**src/rtl/bist_pkg.sv**
```systemverilog
// Shared constants and state encoding for the BIST sequencing logic.
package bist_pkg;

  // Pulse-controller loop limits; one nominal session is (N_MAX+1)*(M_MAX+1) = 9747 cycles.
  localparam int N_MAX       = 18;
  localparam int M_MAX       = 512;
  localparam int TIMEOUT_DEF = 16384;
  localparam int TO_W_DEF    = 15;

  typedef enum logic [2:0] {
    S_IDLE   = 3'd0,
    S_SELECT = 3'd1,
    S_START  = 3'd2,
    S_RUN    = 3'd3,
    S_GAP    = 3'd4,
    S_DONE   = 3'd5,
    S_ERROR  = 3'd6
  } sched_state_t;

endpackage

```
**src/rtl/counter_15b.sv**
```systemverilog
// Free-running up-counter with synchronous clear and count enable (watchdog timer).
module counter_15b #(
  parameter int W = 15
) (
  input  logic         clk,
  input  logic         reset_n,
  input  logic         clr,
  input  logic         en,
  output logic [W-1:0] count
);

  always_ff @(posedge clk or negedge reset_n) begin
    if (!reset_n)
      count <= '0;
    else if (clr)
      count <= '0;
    else if (en)
      count <= count + 1'b1;
  end

endmodule

```
**src/rtl/bist_scheduler.sv**
```systemverilog
// Runs one BIST controller session per enabled CUT, lowest index first, with a per-session watchdog.
module bist_scheduler
  import bist_pkg::*;
#(
  parameter int N_CUT   = 4,
  parameter int SEL_W   = 2,
  parameter int TIMEOUT = TIMEOUT_DEF,
  parameter int TO_W    = TO_W_DEF
) (
  input  logic             clk,
  input  logic             reset_n,
  input  logic             go,
  input  logic [N_CUT-1:0] cut_mask,
  output logic             ctrl_start,
  input  logic             ctrl_running,
  input  logic             ctrl_bist_end,
  input  logic             sig_ok,
  output logic [SEL_W-1:0] cut_sel,
  output logic             busy,
  output logic             done,
  output logic [N_CUT-1:0] pass_vec,
  output logic             timeout_err
);

  sched_state_t     state_reg, state_next;
  logic             go_q;
  logic             armed_reg;
  logic [N_CUT-1:0] mask_reg, mask_next;
  logic [N_CUT-1:0] pass_next;
  logic [SEL_W-1:0] sel_next, lsb_idx;
  logic             gap_reg, gap_next;
  logic [TO_W-1:0]  wd_count;
  logic             wd_active, wd_expired, go_edge;

  // armed_reg masks a go edge that lands on the first clock after reset release
  assign go_edge    = go & ~go_q & armed_reg;
  assign wd_active  = (state_reg == S_START) || (state_reg == S_RUN);
  assign wd_expired = wd_active && (wd_count == TO_W'(TIMEOUT - 1));

  counter_15b #(.W(TO_W)) u_watchdog (
    .clk     (clk),
    .reset_n (reset_n),
    .clr     (~wd_active),
    .en      (wd_active),
    .count   (wd_count)
  );

  always_comb begin
    state_next = state_reg;
    mask_next  = mask_reg;
    pass_next  = pass_vec;
    gap_next   = gap_reg;
    case (state_reg)
      S_IDLE, S_DONE, S_ERROR: begin
        if (go_edge) begin
          mask_next  = cut_mask;
          pass_next  = '0;
          state_next = S_SELECT;
        end
      end
      S_SELECT: begin
        if (mask_reg == '0) begin
          state_next = S_DONE;
        end else begin
          for (int i = 0; i < N_CUT; i++)
            if (SEL_W'(i) == cut_sel) mask_next[i] = 1'b0;
          state_next = S_START;
        end
      end
      S_START: begin
        if (wd_expired)
          state_next = S_ERROR;
        else if (ctrl_running)
          state_next = S_RUN;
      end
      S_RUN: begin
        // a finishing session takes priority over a watchdog expiry in the same cycle
        if (ctrl_bist_end && !ctrl_running) begin
          for (int i = 0; i < N_CUT; i++)
            if (SEL_W'(i) == cut_sel) pass_next[i] = sig_ok;
          gap_next   = 1'b0;
          state_next = S_GAP;
        end else if (wd_expired) begin
          state_next = S_ERROR;
        end
      end
      S_GAP: begin
        if (gap_reg)
          state_next = S_SELECT;
        else
          gap_next = 1'b1;
      end
      default: state_next = S_IDLE;
    endcase
  end

  // cut_sel is loaded on entry to SELECT so it is stable a full cycle before ctrl_start rises
  always_comb begin
    lsb_idx = '0;
    for (int i = N_CUT - 1; i >= 0; i--)
      if (mask_next[i]) lsb_idx = SEL_W'(i);
    sel_next = ((state_next == S_SELECT) && (mask_next != '0)) ? lsb_idx : cut_sel;
  end

  always_ff @(posedge clk or negedge reset_n) begin
    if (!reset_n) begin
      state_reg   <= S_IDLE;
      go_q        <= 1'b0;
      armed_reg   <= 1'b0;
      mask_reg    <= '0;
      pass_vec    <= '0;
      cut_sel     <= '0;
      gap_reg     <= 1'b0;
      ctrl_start  <= 1'b0;
      busy        <= 1'b0;
      done        <= 1'b0;
      timeout_err <= 1'b0;
    end else begin
      state_reg   <= state_next;
      go_q        <= go;
      armed_reg   <= 1'b1;
      mask_reg    <= mask_next;
      pass_vec    <= pass_next;
      cut_sel     <= sel_next;
      gap_reg     <= gap_next;
      ctrl_start  <= (state_next == S_START);
      busy        <= state_next inside {S_SELECT, S_START, S_RUN, S_GAP};
      done        <= (state_next == S_DONE) || (state_next == S_ERROR);
      timeout_err <= (state_next == S_ERROR);
    end
  end

endmodule

```
**config.mk**
```make
export PLATFORM = sky130hd
export DESIGN_NAME = bist_scheduler
export DESIGN_NICKNAME = d
export VERILOG_FILES = /design/src/rtl/bist_pkg.sv /design/src/rtl/counter_15b.sv /design/src/rtl/bist_scheduler.sv
export SDC_FILE = /design/constraint.sdc
export NUM_CORES = 1
export LEC_CHECK = 0
export CAP_MARGIN = 40
export CORE_MARGIN = 2
export CORE_UTILIZATION = 40
export CTS_BUF_LIST = sky130_fd_sc_hd__clkbuf_8
export CTS_CLUSTER_SIZE = 28
export DETAILED_ROUTE_END_ITERATION = 16
export GPL_TIMING_DRIVEN = 0
export PLACE_DENSITY = 0.66
export SYNTH_ARGS = -nofsm -noshare
export SYNTH_HDL_FRONTEND = slang
export SYNTH_SLANG_ARGS = --single-unit
```
**constraint.sdc**
```tcl
create_clock -name clk -period 2.3 [get_ports clk]
set_input_delay 0.345 -clock clk [delete_from_list [all_inputs] [get_ports clk]]
set_output_delay 0.345 -clock clk [all_outputs]
set_load 0.005 [all_outputs]
```
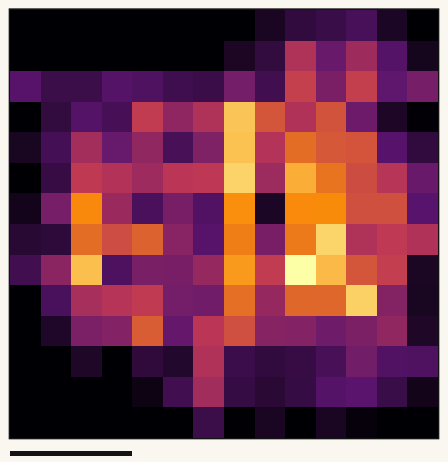
run_1/metal_density.png
Bar = 20 um. The die is cut into 14 by 14 equal tiles; black is low, pale yellow is high, scaled to the fullest tile. Values are wire area over tile area, all layers added.
fullest tile: 0.37
mean over tiles: 0.11
emptiest ninth of the die: lower left
densest ninth of the die: middle right
tiles over half the peak: 22%
Total GRT Usage: 0.157
via count: 1,326
routed wire length: 3.38 mm

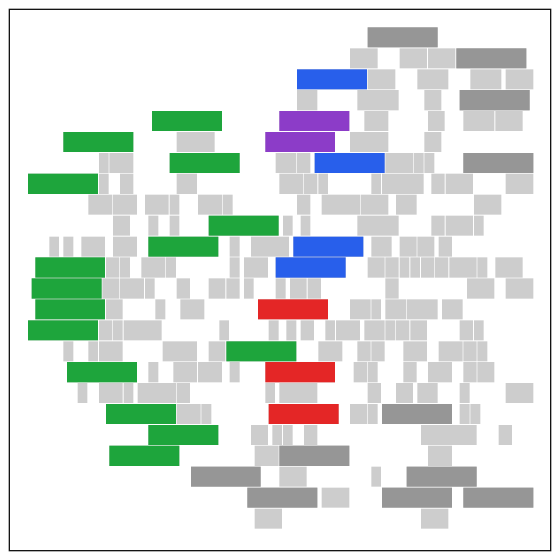
run_1/flops_by_reg.png
legend:
  mask_reg:
    color: blue
    placed_flops: 4
  state_reg:
    color: red
    placed_flops: 3
  u_watchdog.count:
    color: green
    placed_flops: 15
  cut_sel:
    color: purple
    placed_flops: 2
not colored: 11
storage element area: 876 um2
Final Util: 0.491
Seq. pwr: 919 uW
fraction of area in registers: 0.416

==> impl_metrics.env, run 1 <==
# flow metrics
export IMPL_status="finished, final reports clean"
export IMPL_p_per_area_nw_per_um2=1110
export IMPL_peakVddDrop_mv=0.513
export IMPL_ys_sh_aoi=0.132
export IMPL_cp_start_kind="flip-flop"
export IMPL_reg2reg_depth=8
export IMPL_holdWs_ns=0.125
export IMPL_path_buffers=1
export IMPL_leakage_uw=0.000981
export IMPL_crit_top_cell="and3_1"
export IMPL_cts_resized=0
export IMPL_mappedNetlistArea_um2=1750
export IMPL_syn_avg_cell_area_um2=9.90
export IMPL_gr_total_overflow=0
export IMPL_critPathMaxStageDelay_ns=0.39
export IMPL_crit_type="reg -> reg"
export IMPL_fp_dieH_um=70.2
export IMPL_maxSlewHeadroom=0.486
export IMPL_setup_viol=0
export IMPL_path_delay_family="simple AND/OR/NAND/NOR gates"
export IMPL_numCtsBuffers=5
export IMPL_common_cells="dfrtp_1, nor2_1, xor2_1, a21oi_1, nand2_1"
export IMPL_cts_root_buf="clkbuf_8"
export IMPL_cp_arrival_ns=2.22
export IMPL_io_pins=20
export IMPL_total_power_uw=2330
export IMPL_path_cells="ha_1, and3_1, clkbuf_1, and3_1, nand3_1, a21oi_1, nand2_1, and2_1"
export IMPL_reg2reg_to="done$_DFF_PN0_"
export IMPL_dpl_hpwl_mm=2.37
export IMPL_via_per_inst=5.18
export IMPL_path_clk_slew_ns=0.07
export IMPL_largest_area_cell="dfrtp_1"
export IMPL_dieWidth_um=70.2
export IMPL_xor_share=0.0749
export IMPL_clockBufferDepth=2
export IMPL_drc=0
export IMPL_finalWorstSetupSlack_ns=0.255
export IMPL_hp_class="in -> async"
export IMPL_htreeDepth=2
export IMPL_drt_iter0_markers=75
export IMPL_most_common_cell="dfrtp_1"
export IMPL_detail_route_wl_per_cell_um=13.2
export IMPL_cts_hold_repair_buffers=0
export IMPL_crit_slowest_cell="dfrtp_1"
export IMPL_final_max_slew_viol_count=0
export IMPL_mostFrequentLayoutCell="dfrtp_1"
export IMPL_top_area_frac=0.500
export IMPL_ant_nets=0
export IMPL_post_place_ws_ns=0.0462
export IMPL_final_hold_viol_count=0
export IMPL_die_area_um2=4930
export IMPL_ys_warn_count=0
export IMPL_fin_crit_sh=0.889
export IMPL_antenna_found_initial=0
export IMPL_edf_count=0
export IMPL_timing_critical_path_to="done$_DFF_PN0_"
export IMPL_insertion_delay_ns=0.29
export IMPL_cap_viol_max_count=0
export IMPL_synth_logic_top_family="simple AND/OR/NAND/NOR gates"
export IMPL_grt_pass1_wl_mm=6.09
export IMPL_reg2reg_slack_ns=0.26
export IMPL_drive_gt1_frac=0.0882
export IMPL_cts_setup_buffers=0
export IMPL_area_leaders="dfrtp_1, xor2_1, nor2_1, a21oi_1, nand3_1"
export IMPL_critPathLaunch="u_watchdog.count[0]$_DFF_PN0_"
export IMPL_warning_count=26
export IMPL_adder_share=0.0136
export IMPL_fin_area_um2=2110
export IMPL_grt_max_degree=36
export IMPL_ys_async_sr_fraction=1.00
export IMPL_dp_cells=248
export IMPL_rsz0062_at_grt="no"
export IMPL_cts_tree="yes"
export IMPL_yosys_register_bits=35
export IMPL_fp_nets=188
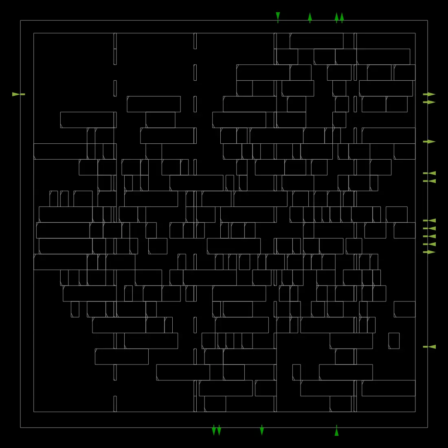
run_1/placement.png
core area: 4290 um2
FP Rows: 24
final cell count without fillers: 256
n_taps: 52
fillers: 435

## run 1: metal layers
metal	wire (um)	vias to the layer above	part of all wire	track usage
met3	147	5	0.043	0.0476
met2	1670	21	0.49	0.277
met1	1510	636	0.45	0.179
met4	51	0	0.015	0.0534
met5	0	-	0	0
li1	-	664	-	-
## run 1: power breakdown
| part | internal [uW] | switching (uW) | leakage (uW) |
|---|---|---|---|
| clock network | 272 | 223 | 0.0000505 |
| registers | 774 | 145 | 0.000462 |
| logic | 422 | 493 | 0.000468 |
## run 1: layout make-up
type / instances / area (um2)
buffer: 6 / 28.8
multi-input combinational: 126 / 811
sequential: 35 / 876
inverter: 10 / 37.5
clock inverter: 1 / 7.51
clock buffer: 7 / 96.3
timing repair buffer: 19 / 185
tap: 52 / 65.1
fill: 435 / 2190
==> run 2, diff against run 1 <==
- CTS_BUF_LIST: sky130_fd_sc_hd__clkbuf_8 -> default
- PLACE_DENSITY: 0.66 -> 0.68
- clock period: 2.3 -> 1.85 ns (I/O delays scaled with it)
==> impl_metrics.env, run 2 <==
# flow metrics
export IMPL_ys_warn_count=0
export IMPL_core_area_um2=4290
export IMPL_path_buffers=1
export IMPL_seq_cell_count=35
export IMPL_num_vias=1346
export IMPL_warning_count=27
export IMPL_clockBufferDepth=2
export IMPL_final_hold_viol_count=0
export IMPL_dp_cells=248
export IMPL_n_clock_buffer=6
export IMPL_gr_total_overflow=0
export IMPL_peakVddDrop_mv=0.697
export IMPL_p_comb_uw=1290
export IMPL_leakage_uw=0.00102
export IMPL_crit_type="reg -> reg"
export IMPL_syn_avg_cell_area_um2=9.90
export IMPL_highest_layer="met4"
export IMPL_drt_iter0_markers=58
export IMPL_fin_crit_sh=0.980
export IMPL_dpl_hpwl_mm=2.41
export IMPL_reg2reg_depth=7
export IMPL_status="finished, final reports clean"
export IMPL_comb_area_um2=885
export IMPL_finalWorstSetupSlack_ns=0.0373
export IMPL_timing_critical_path_to="cut_sel[0]$_DFFE_PN0P_"
export IMPL_edf_count=0
export IMPL_reg2reg_to="cut_sel[0]$_DFFE_PN0P_"
export IMPL_post_place_ws_ns=-0.373
export IMPL_reg2reg_slack_ns=0.04
export IMPL_die_area_um2=4930
export IMPL_track_usage=0.148
export IMPL_buf_share=0.105
export IMPL_dieWidth_um=70.2
export IMPL_p_sw_frac=0.371
export IMPL_synth_logic_top_family="simple AND/OR/NAND/NOR gates"
export IMPL_ys_sh_aoi=0.132
export IMPL_largest_area_cell="dfrtp_1"
export IMPL_critPathLaunch="go_q$_DFF_PN0_"
export IMPL_most_common_cell="dfrtp_1"
export IMPL_cts_tree="yes"
export IMPL_cap_viol_max_count=0
export IMPL_holdWs_ns=0.0594
export IMPL_grt_pass1_wl_mm=5.72
export IMPL_critPathMaxStageDelay_ns=0.38
export IMPL_rsz0062_at_grt="yes"
export IMPL_mappedNetlistArea_um2=1750
export IMPL_area_leaders="dfrtp_1, xor2_1, nor2_1, a21oi_1, nand3_1"
export IMPL_path_cells="nand3b_4, maj3_2, o21a_1, a221oi_2, inv_1, o21bai_1, a2bb2oi_2"
export IMPL_final_clk_cell_share=0.0531
export IMPL_common_cells="dfrtp_1, nor2_1, xor2_1, a21oi_1, nand2_1"
export IMPL_drc=0
export IMPL_diodes=0
export IMPL_critPathMaxFanout=3
export IMPL_wl_met1_mm=1.62
export IMPL_portBuffers=19
export IMPL_logic_gates=126
export IMPL_top_area_cell_class="multi-input combinational cells"
export IMPL_top_power_group="combinational cells"
export IMPL_cts_root_buf="clkbuf_8"
export IMPL_mostFrequentLayoutCell="dfrtp_1"
export IMPL_taps=52
export IMPL_num_rows=24
export IMPL_xor_share=0.0749
export IMPL_yosys_register_bits=35
export IMPL_path_clk_slew_ns=0.07
export IMPL_htreeDepth=2
export IMPL_numCtsBuffers=5
export IMPL_comb_share=0.400
export IMPL_p_switching_uw=1180
export IMPL_adder_share=0.0136
export IMPL_path_delay_family="AND-OR/OR-AND gates"
export IMPL_p_per_area_nw_per_um2=1440
export IMPL_setup_viol=0
export IMPL_seqPwrFrac=0.371
export IMPL_fp_nets=188
export IMPL_fin_cells=258
export IMPL_antenna_found_initial=0
export IMPL_cp_arrival_ns=1.98
export IMPL_final_max_slew_viol_count=0
export IMPL_fp_dieH_um=70.2
export IMPL_io_pins=20
export IMPL_wl_met3_um=150
export IMPL_cp_start_kind="flip-flop"
export IMPL_clk_power_uw=713
export IMPL_nNonClkInverters=10
export IMPL_insertion_delay_ns=0.29
export IMPL_comb_power_share=0.405
export IMPL_pwr_share_clk=0.224
export IMPL_grt_max_degree=36
export IMPL_maxSlewHeadroom=0.486
[run 2: cell counts after synthesis]
Identical to the previous run, type by type.
[run 2: timing repair]
| item | in CTS | in global routing |
|---|---|---|
| resized | 5 | 12 |
| pin swaps | 3 | 5 |
| buffers inserted | 2 | 1 |
| endpoints found under the setup margin | 6 | 9 |
[run 2: worst reg2reg max path: cells and delay by family (launching register included)]
kind                     cells  cell delay [ns]
AND-OR/OR-AND                4             0.74
flip-flops                   1             0.38
AND/OR/NAND/NOR              1             0.16
adder cells (fa/ha/maj)      1             0.30
buffers and inverters        1             0.11
[run 2: per-layer routing]
metal,track usage,up-vias
li1,-,669
met1,0.185,645
met2,0.248,26
met3,0.0404,6
met4,0.0513,0
met5,0,-
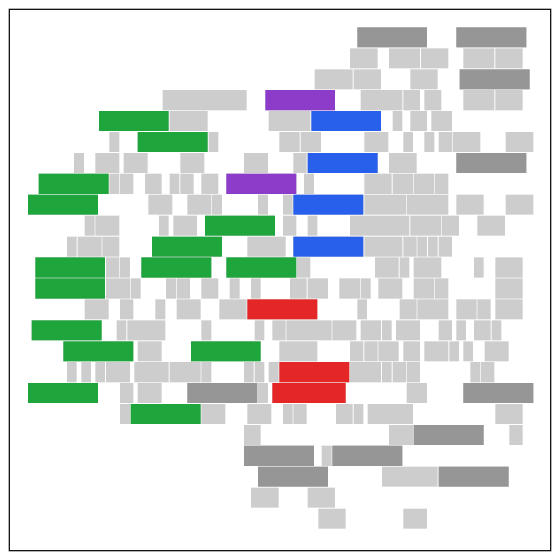
run_2/flops_by_reg.png
legend:
  mask_reg:
    color: blue
    placed_flops: 4
  cut_sel:
    color: purple
    placed_flops: 2
  u_watchdog.count:
    color: green
    placed_flops: 15
    where: middle left
  state_reg:
    color: red
    placed_flops: 3
not colored: 11
Seq. pwr: 1180 uW
Final Util: 0.515
storage element area: 877 um2
fraction of area in registers: 0.396

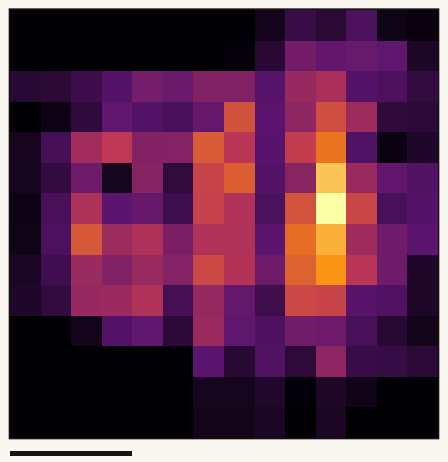
run_2/metal_density.png
Bar = 20 um. The die is cut into 14 by 14 equal tiles; black is low, pale yellow is high, scaled to the fullest tile. Values are wire area over tile area, all layers added.
nearly empty tiles: 22%
tiles over half the peak: 11%
mean over tiles: 0.11
fullest tile: 0.50
densest ninth of the die: middle right
routed wire length: 3.52 mm
WL per Instance: 13.6 um

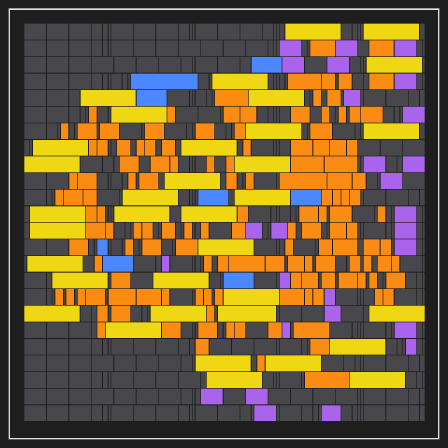
run_2/placement_by_type.png
Fill, decap, tap and diode cells in gray.
legend:
  clock drivers and dummy loads:
    color: blue
    cells: 8
    share_of_their_area: 5.5%
  combinational and other logic:
    color: orange
    cells: 136
    share_of_their_area: 43%
  remaining buffers and delay cells:
    color: purple
    cells: 27
    share_of_their_area: 11%
  sequential cells:
    color: yellow
    cells: 35
    share_of_their_area: 41%
design area: 2210 um2

run_2/wires.png
Bar = 20 um. Two of the layers only.
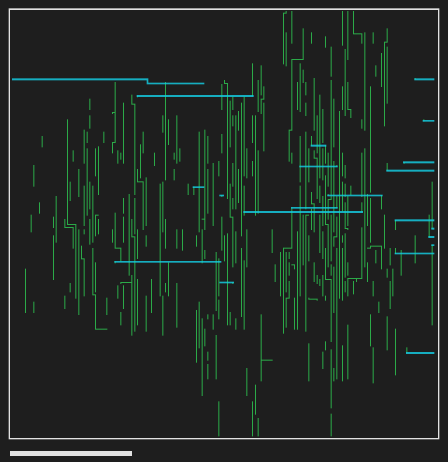

==> run 3, diff against run 2 <==
- RECOVER_POWER: default -> 25
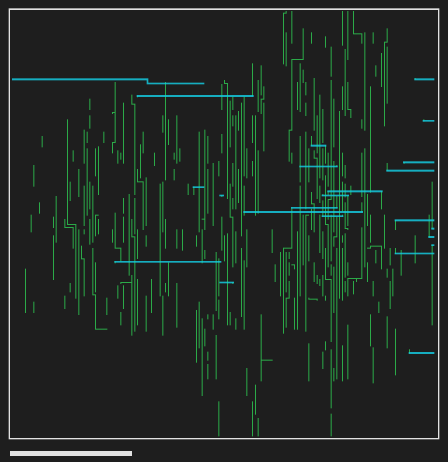
run_3/wires.png
Bar = 20 um. Two of the layers only.
legend:
  metal 3:
    color: cyan
    wire_length: 158 um
  metal 2:
    color: green
    wire_length: 1,690 um
WL per Instance: 13.6 um
Total GRT Usage: 0.148
via count: 1,350
routed wire length: 3.51 mm

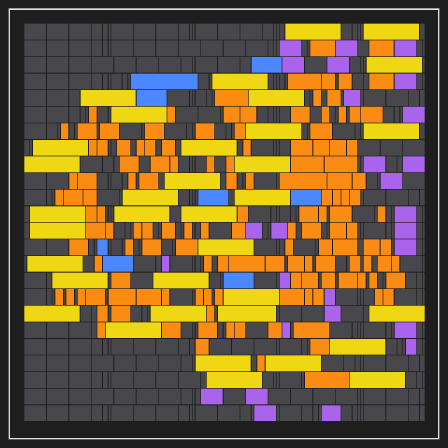
run_3/placement_by_type.png
Fill, decap, tap and diode cells in gray.
legend:
  combinational and other logic:
    color: orange
    cells: 136
    share_of_their_area: 43%
  sequential cells:
    color: yellow
    cells: 35
    share_of_their_area: 41%
  clock drivers and dummy loads:
    color: blue
    cells: 8
    share_of_their_area: 5.5%
  remaining buffers and delay cells:
    color: purple
    cells: 27
    share_of_their_area: 11%

==> impl_metrics.env, run 3 <==
# flow metrics
export IMPL_status="finished, final reports clean"
export IMPL_final_util=0.515
export IMPL_top_power_group="combinational cells"
export IMPL_drive_gt1_frac=0.155
export IMPL_n_clock_buffer=6
export IMPL_cts_hold_repair_buffers=0
export IMPL_reg2reg_slack_ns=0.04
export IMPL_peakVddDrop_mv=0.697
export IMPL_fin_crit_sh=0.980
export IMPL_taps=52
export IMPL_final_max_slew_viol_count=0
export IMPL_antenna_found_initial=0
export IMPL_p_sw_frac=0.371
export IMPL_area_leaders="dfrtp_1, xor2_1, nor2_1, a21oi_1, nand3_1"
export IMPL_ys_sh_aoi=0.132
export IMPL_clockBufferDepth=2
export IMPL_final_hold_viol_count=0
export IMPL_p_comb_uw=1290
export IMPL_setup_viol=0
export IMPL_drc=0
export IMPL_clk_power_uw=713
export IMPL_dp_cells=248
export IMPL_fp_nets=188
export IMPL_syn_avg_cell_area_um2=9.90
export IMPL_grt_max_degree=36
export IMPL_cp_arrival_ns=1.98
export IMPL_final_clk_cell_share=0.0531
export IMPL_fp_dieH_um=70.2
export IMPL_sh_seq_area=0.396
export IMPL_fillCellCount=402
export IMPL_portBuffers=19
export IMPL_cts_resized=5
export IMPL_path_clk_slew_ns=0.07
export IMPL_comb_area_um2=885
export IMPL_num_rows=24
export IMPL_htreeDepth=2
export IMPL_pwr_share_clk=0.224
export IMPL_mostFrequentLayoutCell="dfrtp_1"
export IMPL_p_int_uw=2000
export IMPL_ys_async_sr_fraction=1.00
export IMPL_cts_root_buf="clkbuf_8"
export IMPL_grt_pass1_wl_mm=5.72
export IMPL_cap_viol_max_count=0
export IMPL_warning_count=27
export IMPL_most_common_cell="dfrtp_1"
export IMPL_critPathMaxFanout=3
export IMPL_nNonClkInverters=10
export IMPL_reg2reg_depth=7
export IMPL_adder_share=0.0136
export IMPL_synth_logic_top_family="simple AND/OR/NAND/NOR gates"
export IMPL_critPathLaunch="go_q$_DFF_PN0_"
export IMPL_edf_count=0
export IMPL_cts_tree="yes"
export IMPL_numCtsBuffers=5
export IMPL_crit_type="reg -> reg"
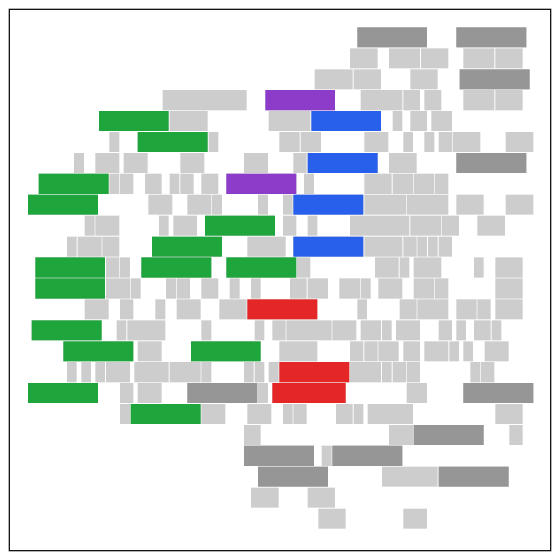
run_3/flops_by_reg.png
legend:
  mask_reg:
    color: blue
    placed_flops: 4
  cut_sel:
    color: purple
    placed_flops: 2
  state_reg:
    color: red
    placed_flops: 3
  u_watchdog.count:
    color: green
    placed_flops: 15
    where: middle left
not colored: 11

## run 3: netlist changes by cell type in the layout (fill, tap and decap cells not counted)
cell,previous run,this run
clkbuf_2,0,1
buf_2,3,2
## run 3: per-layer routing
| metal | vias to the layer above | part of all wire | routed length (um) | global-route usage |
|---|---|---|---|---|
| met5 | - | 0 | 0 | 0 |
| met3 | 6 | 0.045 | 157 | 0.0404 |
| li1 | 669 | - | - | - |
| met2 | 30 | 0.48 | 1690 | 0.248 |
| met4 | 0 | 0.013 | 47 | 0.0513 |
| met1 | 645 | 0.46 | 1620 | 0.185 |
## run 3: worst max-delay path, cell delays in order (launching register included)
cell	delay, ns
dfrtp_1	0.38
nand3b_4	0.16
maj3_2	0.30
o21a_1	0.21
a221oi_2	0.29
inv_1	0.11
o21bai_1	0.17
a2bb2oi_2	0.07
Power and IR drop assume default switching activity.
